==> images/layer_met1.png <==
Bar = 20 µm.
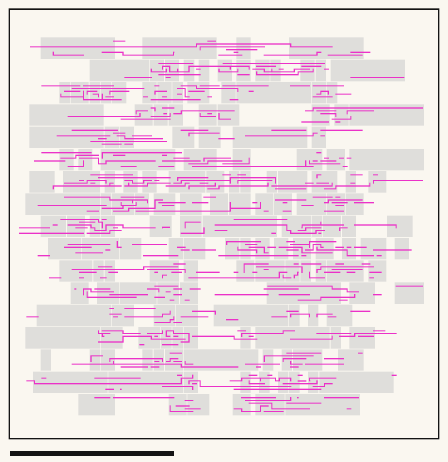
==> images/layer_met2.png <==
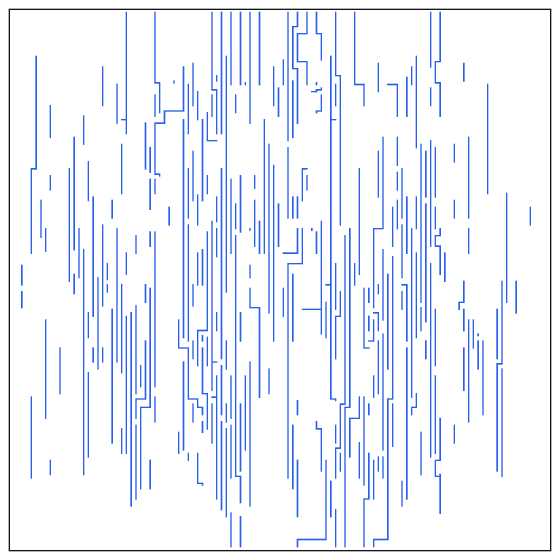
==> images/layer_met3.png <==
Bar = 20 µm.
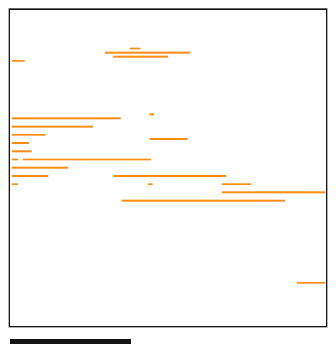
==> images/clocks.png <==
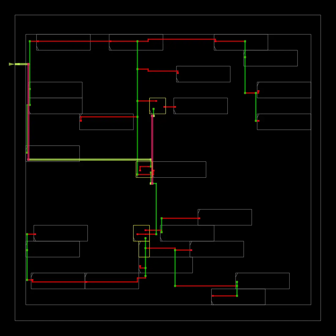
<file path="config.mk">
export PLATFORM = sky130hd
export DESIGN_NAME = ni_packetizer_flat
export DESIGN_NICKNAME = d
export VERILOG_FILES = /design/src/rtl/ni_packetizer_if.sv /design/src/rtl/ni_packetizer.sv /design/src/flat_wrapper.sv
export SDC_FILE = /design/constraint.sdc
export NUM_CORES = 1
export LEC_CHECK = 0
export CAP_MARGIN = 20
export CORE_MARGIN = 1.5
export CORE_UTILIZATION = 55
export DETAILED_ROUTE_END_ITERATION = 8
export DONT_BUFFER_PORTS = 1
export HOLD_SLACK_MARGIN = 0.02
export PLACE_DENSITY = 0.73
export SLEW_MARGIN = 20
export SYNTH_ARGS = -nofsm -noshare
export SYNTH_HDL_FRONTEND = slang
export SYNTH_SLANG_ARGS = --single-unit
</file>
<file path="constraint.sdc">
create_clock -name clk -period 2.1 [get_ports clk]
set_input_delay 0.21 -clock clk [delete_from_list [all_inputs] [get_ports clk]]
set_output_delay 0.21 -clock clk [all_outputs]
set_load 0.05 [all_outputs]
</file>
<file path="src/rtl/ni_packetizer_if.sv">
// ni_packetizer_if: core request, payload stream and router flit port of the NI packetizer
interface ni_packetizer_if #(parameter int LEN_W = 4);
  logic             pkt_req;
  logic [1:0]       pkt_dest;
  logic [LEN_W-1:0] pkt_len;
  logic             pkt_ready;
  logic [7:0]       body_data;
  logic             body_valid;
  logic             body_ready;
  logic             noc_ready;
  logic             flit_valid;
  logic [7:0]       flit_out;
  logic             pkt_done;
  logic             pkt_err;
  logic             reserved_hit;
  modport master (
    output pkt_req, pkt_dest, pkt_len, body_data, body_valid, noc_ready,
    input  pkt_ready, body_ready, flit_valid, flit_out, pkt_done, pkt_err, reserved_hit
  );
  modport slave (
    input  pkt_req, pkt_dest, pkt_len, body_data, body_valid, noc_ready,
    output pkt_ready, body_ready, flit_valid, flit_out, pkt_done, pkt_err, reserved_hit
  );
endinterface

</file>
<file path="src/rtl/ni_packetizer.sv">
// ni_packetizer: turns a send request plus payload bytes into head/body/trailer flits for the router NI port
module ni_packetizer #(
  parameter int          LEN_W   = 4,
  parameter logic [5:0]  HEAD    = 6'b101111,
  parameter logic [7:0]  TRAILER = 8'hFF,
  parameter logic [7:0]  SUBST   = 8'h00
) (
  input  logic              clk,
  input  logic              rst,
  input  logic [1:0]        current_node,
  ni_packetizer_if.slave    b
);
  typedef enum logic [1:0] {IDLE, BODY, TAIL, DRAIN} state_t;
  state_t           state;
  logic [LEN_W-1:0] len;
  logic [LEN_W-1:0] count;
  logic             up;
  logic             load_en;
  logic             take;
  logic             hit;
  assign load_en      = !b.flit_valid || b.noc_ready;
  // up keeps pkt_ready low while reset is held and until the first clock after release
  assign b.pkt_ready  = up && state == IDLE;
  assign b.body_ready = state == BODY && load_en;
  assign take         = b.body_valid && b.body_ready;
  assign hit          = b.body_data == TRAILER || b.body_data[7:2] == HEAD;
  always_ff @(posedge clk or negedge rst) begin
    if (!rst) begin
      state          <= IDLE;
      len            <= '0;
      count          <= '0;
      up             <= 1'b0;
      b.flit_out     <= 8'h00;
      b.flit_valid   <= 1'b0;
      b.pkt_done     <= 1'b0;
      b.pkt_err      <= 1'b0;
      b.reserved_hit <= 1'b0;
    end else begin
      up         <= 1'b1;
      b.pkt_done <= 1'b0;
      b.pkt_err  <= 1'b0;
      if (load_en) b.flit_valid <= 1'b0;
      case (state)
        IDLE: if (b.pkt_req && b.pkt_ready) begin
          if (b.pkt_dest == current_node) b.pkt_err <= 1'b1;
          else begin
            len            <= b.pkt_len;
            count          <= '0;
            b.reserved_hit <= 1'b0;
            b.flit_out     <= {HEAD, b.pkt_dest};
            b.flit_valid   <= 1'b1;
            state          <= |b.pkt_len ? BODY : TAIL;
          end
        end
        BODY: if (take) begin
          b.flit_out   <= hit ? SUBST : b.body_data;
          b.flit_valid <= 1'b1;
          if (hit) b.reserved_hit <= 1'b1;
          count <= count + LEN_W'(1);
          if (count + LEN_W'(1) == len) state <= TAIL;
        end
        TAIL: if (load_en) begin
          b.flit_out   <= TRAILER;
          b.flit_valid <= 1'b1;
          state        <= DRAIN;
        end
        default: if (b.flit_valid && b.noc_ready) begin
          b.pkt_done <= 1'b1;
          state      <= IDLE;
        end
      endcase
    end
  end
endmodule

</file>
<file path="src/flat_wrapper.sv">
// flat-port wrapper written by rule: the top's interface ports become plain ports
module ni_packetizer_flat 
#(
  parameter int          LEN_W   = 4,
  parameter logic [5:0]  HEAD    = 6'b101111,
  parameter logic [7:0]  TRAILER = 8'hFF,
  parameter logic [7:0]  SUBST   = 8'h00
)
  (clk, rst, current_node, b_pkt_req, b_pkt_dest, b_pkt_len, b_body_data, b_body_valid, b_noc_ready, b_pkt_ready, b_body_ready, b_flit_valid, b_flit_out, b_pkt_done, b_pkt_err, b_reserved_hit);
  ni_packetizer_if #(.LEN_W(LEN_W)) b_i ();
  input  logic clk;
  input  logic rst;
  input  logic [1:0] current_node;
  input wire logic [$bits(b_i.pkt_req)-1:0] b_pkt_req;
  input wire logic [$bits(b_i.pkt_dest)-1:0] b_pkt_dest;
  input wire logic [$bits(b_i.pkt_len)-1:0] b_pkt_len;
  input wire logic [$bits(b_i.body_data)-1:0] b_body_data;
  input wire logic [$bits(b_i.body_valid)-1:0] b_body_valid;
  input wire logic [$bits(b_i.noc_ready)-1:0] b_noc_ready;
  output wire logic [$bits(b_i.pkt_ready)-1:0] b_pkt_ready;
  output wire logic [$bits(b_i.body_ready)-1:0] b_body_ready;
  output wire logic [$bits(b_i.flit_valid)-1:0] b_flit_valid;
  output wire logic [$bits(b_i.flit_out)-1:0] b_flit_out;
  output wire logic [$bits(b_i.pkt_done)-1:0] b_pkt_done;
  output wire logic [$bits(b_i.pkt_err)-1:0] b_pkt_err;
  output wire logic [$bits(b_i.reserved_hit)-1:0] b_reserved_hit;
  assign b_i.pkt_req = b_pkt_req;
  assign b_i.pkt_dest = b_pkt_dest;
  assign b_i.pkt_len = b_pkt_len;
  assign b_i.body_data = b_body_data;
  assign b_i.body_valid = b_body_valid;
  assign b_i.noc_ready = b_noc_ready;
  assign b_pkt_ready = b_i.pkt_ready;
  assign b_body_ready = b_i.body_ready;
  assign b_flit_valid = b_i.flit_valid;
  assign b_flit_out = b_i.flit_out;
  assign b_pkt_done = b_i.pkt_done;
  assign b_pkt_err = b_i.pkt_err;
  assign b_reserved_hit = b_i.reserved_hit;
  ni_packetizer #(.LEN_W(LEN_W), .HEAD(HEAD), .TRAILER(TRAILER), .SUBST(SUBST)) u_core (.clk(clk), .rst(rst), .current_node(current_node), .b(b_i));
endmodule
</file>
==> summary.txt <==
yosys + openroad results -> status completed, Peak VDD IR 1.25 mV, total track usage 25.4%, worst rel slew slack 65.0%, CP Class reg -> reg, post_cts resized 0, minimum clock period a little under 2000 ps, Critical Path Sink u_core.state[1], cts hold-fix bufs 5, syn nets ~180, H-tree level count 1, routed len/inst between 15 and 20 µm, cell at the slowest stage of the critical path dfrtp_1, Antenna Nets Post-Route 0, Yosys warnings 0, Critical Path Start u_core.state[1], synthesis-to-finish area growth 14.9%, WL met3 181 µm, Highest Signal Layer met4, worst path cell trace inv_1 > ha_1 > nand3_1 > a21o_1 > a21o_1 > a221o_1 > mux2_1, 1st-pass router iterations 4, Setup TNS 0 ps, FF-to-FF Start u_core.state[1], top cells by area dfrtp_1, a21oi_1, nand2_1, share of cells above drive strength 1 10.6%, switching power 0.00133 W, post-synth cell types 33, # IOs 35, vias in the first global route 1116, slowest stage delay, CP 410 ps, fin nets 197, DP HPWL about 2.1 mm, gr ovfl total 0, Achievable Freq 506 MHz, Final setup violation count 0, Most Used Layer, Global Route met2, Site Rows 17, reg2reg setup slack approximately 120 ps, wire length on met1 1.26 mm, Comb pwr share a little over half, Syn Inst Count 154, full die area 0.00273 mm², power per cell area 1740 mW/mm², global-route track usage on met2 between 40 and 50%, initial antenna violation count 0, post-synth top area share 43.1%, Switching Share 49.6%
Back to the opening pictures, layer_met1.png:
longest straight run	20.2 µm
share of all routed wire	41%
nets with wire on the layer	178
wire length on this layer	1260 µm
met1 usage: 32.7%
vias: 1171
routed wire length: 3.09 mm

Back to the opening pictures, layer_met2.png:
longest straight run	33.2 µm
wire length on this layer	1620 µm

Back to the opening pictures, layer_met3.png:
longest straight run	26.7 µm
wire length on this layer	182 µm
share of all routed wire	5.9%

Back to the opening pictures, clocks.png:
number of CTS-inserted buffers: 3
clk_lat worst skew: 320 ps
clock skew: 14.3 ps

## cell usage after synthesis, drive strengths merged
master / instances
mux2i: 1
a211oi: 2
and3: 1
nor2: 9
mux2: 2
a21o: 3
a21oi: 19
conb: 1
and2: 2
a32oi: 1
xor2: 2
a22oi: 1
a31oi: 3
nand4: 2
o21ai: 11
nand3: 4
clkbuf: 3
nor4: 1
xnor2: 6
nor2b: 6
nand2: 25
a221o: 2
o31ai: 1
buf: 3
a41oi: 1
dfrtp: 23
ha: 5
o22ai: 3
nand2b: 6
a21boi: 1
inv: 4
## stage by stage
stage               std cells  total power [W]  worst slack (ps)  instance area, µm²
floorplan                 154          0.00201              22.5                1340
global placement          184          0.00226               173                1410
detailed placement        184          0.00232               110                1410
CTS                       193          0.00254              87.2                1480
global route              198          0.00288             -2.48                1530
finish                    198          0.00267               124                1530
## cells by family after synthesis
family	after synthesis	share of synthesized area, %
AND/OR/NAND/NOR	56	19.5
buffers and inverters	10	3.00
other	1	0.281
flip-flops	23	43.1
XOR/XNOR	8	5.25
AND-OR/OR-AND	48	21.7
adder cells (fa/ha/maj)	5	4.69
multiplexers	3	2.44
## worst max-delay path, delay by kind of cell, from the launching register on
family	cells	cell delay, ps
flops	1	410
compound gates	3	750
simple gates	1	100
buf+inv	1	120
mux	1	320
fa+ha+maj	1	170
## state kept, by name (all words and copies together), names as in the netlist
| register | count |
|---|---|
| u_core.state | 2 |
| u_core.count | 4 |
| u_core.b.pkt_done | 1 |
| u_core.len | 4 |
| u_core.b.flit_out | 8 |
| u_core.b.pkt_err | 1 |
| u_core.b.reserved_hit | 1 |
| u_core.up | 1 |
| u_core.b.flit_valid | 1 |
## power by group through the flow
stage	sequential (W)	combinational (W)	clock, W
finish	0.00100	0.00147	0.000207
global route	0.00102	0.00162	0.000229
CTS	0.00101	0.00132	0.000207
detailed placement	0.00102	0.00130	0
global placement	0.00101	0.00125	0
floorplan	0.00101	0.00100	0
## cell usage in the layout (no fill, tap or decap), types with 2 or more instances in the layout
master / synthesis / final
dfrtp_1: 23 / 23
xnor2_1: 6 / 6
mux2_1: 2 / 2
nor2b_1: 6 / 6
nand4_1: 2 / 2
xor2_1: 2 / 2
a21o_1: 3 / 3
inv_1: 4 / 4
a21oi_1: 19 / 19
clkbuf_4: 0 / 3
nor2_1: 9 / 9
a31oi_1: 3 / 3
buf_4: 0 / 10
and2_1: 2 / 2
nand2b_1: 6 / 6
nand3_1: 4 / 4
o22ai_1: 3 / 3
a221o_1: 2 / 2
o21ai_0: 11 / 10
nand2_1: 25 / 25
ha_1: 5 / 5
dlygate4sd3_1: 0 / 5
## worst min path at each step
stage / slack (ps) / startpoint / to / depth (start not counted)
after floorplan: -90 / rst / u_core.b.flit_out[0] / 0
after global placement: -90 / rst / u_core.len[2] / 0
after CTS: 60 / b_pkt_req / u_core.b.pkt_err / 2
final: 60 / b_pkt_req / u_core.b.pkt_err / 2
after detailed placement: -90 / rst / u_core.count[2] / 0
after global routing: 50 / b_noc_ready / u_core.b.pkt_done / 1
## final cells by class
class	instances	area [µm²]
timing repair buffer	18	161
clock inverter	1	5.00
fill	195	721
inverter	4	15.0
tap	28	35.0
sequential	23	576
clock buffer	3	22.5
multi-input combinational	121	719
Power figures rest on the tool's default switching activity, not on a simulated workload.
